### config.mk
export PLATFORM = sky130hd
export DESIGN_NAME = tx_arbiter
export DESIGN_NICKNAME = d
export VERILOG_FILES = /design/src/rtl/tx_arbiter.sv
export SDC_FILE = /design/constraint.sdc
export NUM_CORES = 1
export LEC_CHECK = 0
export CORE_ASPECT_RATIO = 0.9
export CORE_MARGIN = 2
export CORE_UTILIZATION = 47
export CTS_BUF_LIST = sky130_fd_sc_hd__clkbuf_8
export DETAILED_ROUTE_END_ITERATION = 8
export PLACE_DENSITY = 0.83
export SLEW_MARGIN = 40
export SYNTH_ARGS = -nofsm -noshare
export SYNTH_HDL_FRONTEND = slang
export SYNTH_SLANG_ARGS = --single-unit
### constraint.sdc
create_clock -name clk -period 1.73 [get_ports clk]
set_clock_uncertainty 0.1 [all_clocks]
set_input_delay 0.2595 -clock clk [delete_from_list [all_inputs] [get_ports clk]]
set_output_delay 0.2595 -clock clk [all_outputs]
set_load 0.02 [all_outputs]
### src/rtl/tx_arbiter.sv
// Two-VC to four-destination transmit arbiter. VC0 has priority, VC1 gets a turn
// after four consecutive VC0 wins. Each destination has its own word counter.
module tx_arbiter #(
  parameter int DATA_W = 10
) (
  input  logic              clk,
  input  logic              reset,
  input  logic [DATA_W-1:0] vc0_data,
  input  logic              vc0_empty,
  output logic              vc0_pop,
  input  logic [DATA_W-1:0] vc1_data,
  input  logic              vc1_empty,
  output logic              vc1_pop,
  input  logic [3:0]        dest_almost_full,
  output logic [3:0]        dest_push,
  output logic [DATA_W-1:0] dest_data,
  output logic              idle,
  input  logic [1:0]        count_sel,
  output logic [7:0]        count_out
);
  localparam logic [2:0] STREAK_MAX = 3'd4;

  function automatic logic [2:0] streak_sat_inc(input logic [2:0] s);
    return (s >= STREAK_MAX) ? STREAK_MAX : s + 3'd1;
  endfunction

  function automatic logic [3:0] dest_onehot(input logic [1:0] d);
    return 4'b0001 << d;
  endfunction

  logic [1:0]        vc0_dest_p0;
  logic [1:0]        vc1_dest_p0;
  logic              elig0_p0;
  logic              elig1_p0;
  logic              grant0_p0;
  logic              grant1_p0;
  logic              vld_p0;
  logic [DATA_W-1:0] data_p0;
  logic [1:0]        dest_p0;
  logic [2:0]        streak;
  logic [3:0]        push_p1;
  logic [DATA_W-1:0] data_p1;
  logic              idle_p1;
  logic [7:0]        cnt [4];

  // Stage p0: eligibility and same-cycle grant; a blocked head only stalls its own VC
  always_comb begin
    vc0_dest_p0 = vc0_data[DATA_W-1 -: 2];
    vc1_dest_p0 = vc1_data[DATA_W-1 -: 2];
    elig0_p0    = !vc0_empty && !dest_almost_full[vc0_dest_p0];
    elig1_p0    = !vc1_empty && !dest_almost_full[vc1_dest_p0];
    grant1_p0   = elig1_p0 && ((streak == STREAK_MAX) || !elig0_p0) && !reset;
    grant0_p0   = elig0_p0 && !(elig1_p0 && (streak == STREAK_MAX)) && !reset;
    vld_p0      = grant0_p0 || grant1_p0;
    data_p0     = grant1_p0 ? vc1_data : vc0_data;
    dest_p0     = grant1_p0 ? vc1_dest_p0 : vc0_dest_p0;
  end

  assign vc0_pop = grant0_p0;
  assign vc1_pop = grant1_p0;

  // Stage p1: registered push/data toward destinations, streak, idle and counters
  always_ff @(posedge clk or posedge reset) begin
    if (reset) begin
      streak  <= '0;
      push_p1 <= '0;
      data_p1 <= '0;
      idle_p1 <= 1'b1;
      for (int d = 0; d < 4; d++) cnt[d] <= '0;
    end else begin
      if (grant0_p0)      streak <= streak_sat_inc(streak);
      else if (grant1_p0) streak <= '0;
      push_p1 <= vld_p0 ? dest_onehot(dest_p0) : 4'b0000;
      if (vld_p0) data_p1 <= data_p0;
      idle_p1 <= vc0_empty && vc1_empty && !vld_p0;
      for (int d = 0; d < 4; d++) begin
        if (push_p1[d]) cnt[d] <= cnt[d] + 8'd1;
      end
    end
  end

  assign dest_push = push_p1;
  assign dest_data = data_p1;
  assign idle      = idle_p1;
  assign count_out = cnt[count_sel];

endmodule

==> CHANGELOG.md <==
### Physical design

* Status: finished, violations left
* Failing checks: negative setup slack
* Leak pwr at approximately 1.8 nW
* WHS Endpoint: idle
* Avg Cell Area, Syn at about 12 µm²
* Die height at 72.4 µm
* Arr. time, crit path at 2.08 ns
* Multi-input combinational area share at approximately 33%
* Max-area cell share at roughly 50%
* Crit path DRT at 1.86 ns
* GR Overflow Total at 0
* Number of top-level pins at 55
* Non-clk bufs at 121
* Hold WC Path Type: in2reg
* CP endpoint kind: register
* Leading area contributor after synthesis: dfrtp_1
* 1st-iter DRT viols at 72
* Setup TNS at -0.812 ns
* Sequential cell area share at around 34%
* Cells along the critical path: inv_2 -> ha_4 -> nand2_4 -> a211o_4 -> buf_8 -> or3b_1 -> a21oi_2
* Clk pwr share at 18.6%
* Main flop type: dfrtp_1
* Share of power burned in registers at 41.4%
* Placed cell area at 3430 µm²
* Tool warning count at 30
* Commonest Layout Cell: buf_4
* Logic inverters at 5
* Worst slew margin at ~70%
* N_diodes at 0
* Clock sink count at 50
* Finished Layout Cells at 392
* Largest net degree at the start of global routing at 36
* Crit-path max cell delay at 0.41 ns
* Worst Path Max Fanout at 17
* Clock buf/inv share at 2.48%
* Chip Area at between 5000 and 6000 µm²
* Power per standard cell area at 1000 nW/µm²
* Hold Fails Final Rpt at 0
* Clk root buf: clkbuf_8
* Reg2Reg Setup Slack at -0.22 ns
* Cts hold-fix bufs at 0
* Max-cap viol count at 0
* Int Pwr at 0.00254 W
* Synth Instances at 205
* Critical path class: reg2reg
* Slowest-stage cell, CP: or3b_1
* Final-layout clock buffer total at 6
* RSZ-0062 raised after global routing: yes
* Logic area at 1200 µm²
* Startpoint types: register
* First-pass GRT wire length at 10100 µm
* Yosys cell count at just over 200
* Inst Count DP at around 370
* Tmin final at 1.95 ns
* Final core occ at 74.8%
* Combinational gates at 143
* Commonest cells in the netlist: dfrtp_1, nor2_1, nand2_1
* Combinational share of power at 40.0%
* EDFF count, synth at 0
* Synthesized registers at about 50
* Gpl congestion at 0.806
* Non-clk buf share at 28.1%
* Yosys stat chip area at 2440 µm²
* Antenna violations before repair at 0
* Rows at 24
* Num CTS Buffers at 5
* Worst-Margin Slew at 0.437 ns
* Mapped Area at 2440 µm²
* DR vias/cell at 5.13
* Largest area class, layout: registers
* Final Hold Slack at 0.217 ns
* Setup WS post-layout at -0.221 ns
* Vias in the first global route at roughly 2200
* Clk buf depth at 2
* CTS tree: done
* Hold path start: vc1_empty
* Syn-to-layout area delta at 50.8%
* Final nets at 362
* Synth async-reset ratio at 100%
* Largest cells by area: dfrtp_1, mux4_2, xnor2_1
* Clock Pin Slew Worst Setup and Hold Paths at roughly 0.090 ns
* Flop count at ~50
* Cycle use final at 113%
* R2r startpoint: streak[0]
* Post-route cell area at 3690 µm²
* Pre-Place Util at 49.6%
* Worst-case reg-to-reg path depth at 7
* Flop area at 1250 µm²
* Tap Count at between 60 and 70
* Sw Share at 31.2%
* Pwr Total at 0.00370 W
* Setup Viol. Count Final at 7
* WHS Path Cells at 2
* Die width at 80.0 µm
* Synth warnings at 0
* Peak supply drop at 0.739 mV
* Fillers at roughly 340
* CTS H-tree depth at 2
* Worst R2R End: dest_push[2]
* Cell Type Count at 32
* Top cells excl fill/tap: buf_4, dfrtp_1, clkdlybuf4s50_1
* Post-DP HPWL at 4380 µm
* Switching Power at about 0.0012 W
* DRT Pass-1 Iters at 4
* Port-buffer cells at 54
* # DRC at 0
* Routed Antenna Nets at 0
* Layout cell share with drive strength beyond 1 at 35.5%
* Max frequency at 512 MHz
* Worst-skew pair later-pin latency at between 0.2 and 0.3 ns
* Final max-slew violation count at 0
* Synthesized Nets at 241
* Most numerous cell in the Yosys netlist: dfrtp_1
* Core area at a little under 5000 µm²
* Post-synth seq share at 51.3%
* Pre-CTS setup slack at -0.866 ns
## repair_timing
action,CTS,global route
buffers inserted,9,6
gates cloned,0,0
resized,77,14
endpoints found under the setup margin,29,22
pin swaps,6,3
## registers in the layout, indices dropped and copies added, names as in the netlist
name       cells
cnt           32
dest_data     10
dest_push      4
streak         3
idle           1
## power by group through the flow
stage	sequential [W]	clock, W	combinational [W]
2_1_floorplan	0.00166	0	0.000514
3_3_place_gp	0.00154	0	0.00128
3_5_place_dp	0.00155	0	0.00133
4_1_cts	0.00153	0.000703	0.00140
5_1_grt	0.00156	0.000742	0.00161
6_report	0.00153	0.000688	0.00148
## worst max-delay path, delay by kind of cell, from the launching register on
family	cells	cell delay (ns)
AND-OR/OR-AND	2	0.52
AND/OR/NAND/NOR	2	0.46
flip-flops	1	0.40
buffers and inverters	2	0.26
adder cells (fa/ha/maj)	1	0.14
## cells by family (layout without fill, tap and decap cells)
logic type / after synthesis / count (layout) / share of synthesized area [%]
flops: 50 / 50 / 51.3
mux: 22 / 22 / 13.4
buf+inv: 12 / 134 / 2.92
simple gates: 60 / 60 / 11.6
compound gates: 27 / 27 / 7.78
fa+ha+maj: 6 / 6 / 3.07
xor+xnor: 28 / 28 / 10.0
## layer usage
layer	track usage [%]	up-vias	share of wire (%)
met5	0	-	0
met4	5.84	0	1.7
met3	4.85	11	4.9
met2	42.6	49	54
met1	26.0	979	39
li1	-	972	-
## how the worst max path moves through the flow
stage                            from      endpoint  slack [ns]  depth (start not counted)
after floorplan           vc0_data[8]  dest_push[2]       -0.04                          7
after global placement    vc0_data[8]       vc0_pop       -0.81                          7
after detailed placement  vc0_data[8]       vc0_pop       -0.87                          7
after CTS                   streak[1]       vc0_pop       -0.18                          7
after global routing        streak[0]  dest_push[2]       -0.26                          7
final                       streak[0]  dest_push[2]       -0.22                          7
Fig. 1: routed metal, one color a layer
Drawn at 4 px/µm.
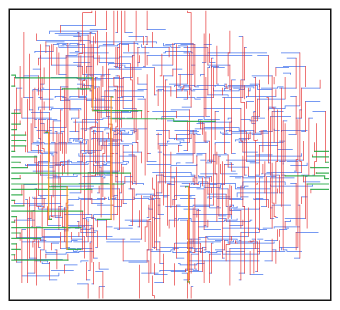
legend:
  M2:
    color: red
    wire_length: 3230 µm
  M1:
    color: blue
    wire_length: 2340 µm
  M4:
    color: orange
    wire_length: 100 µm
  M3:
    color: green
    wire_length: 296 µm
DR WL/cell: 15.2 µm
Routed WL: 5970 µm
GRT Total Usage: 22.6%

Fig. 2: met3 routing
Drawn at 3 px/µm.
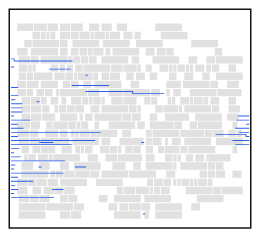
wire length on this layer: 296 µm
longest straight run: 29.7 µm
share of all routed wire: 5.0%
main direction: horizontal
DR vias: 2011
met3 Usage GRT: 4.85%

Power figures rest on the tool's default switching activity, not on a simulated workload.
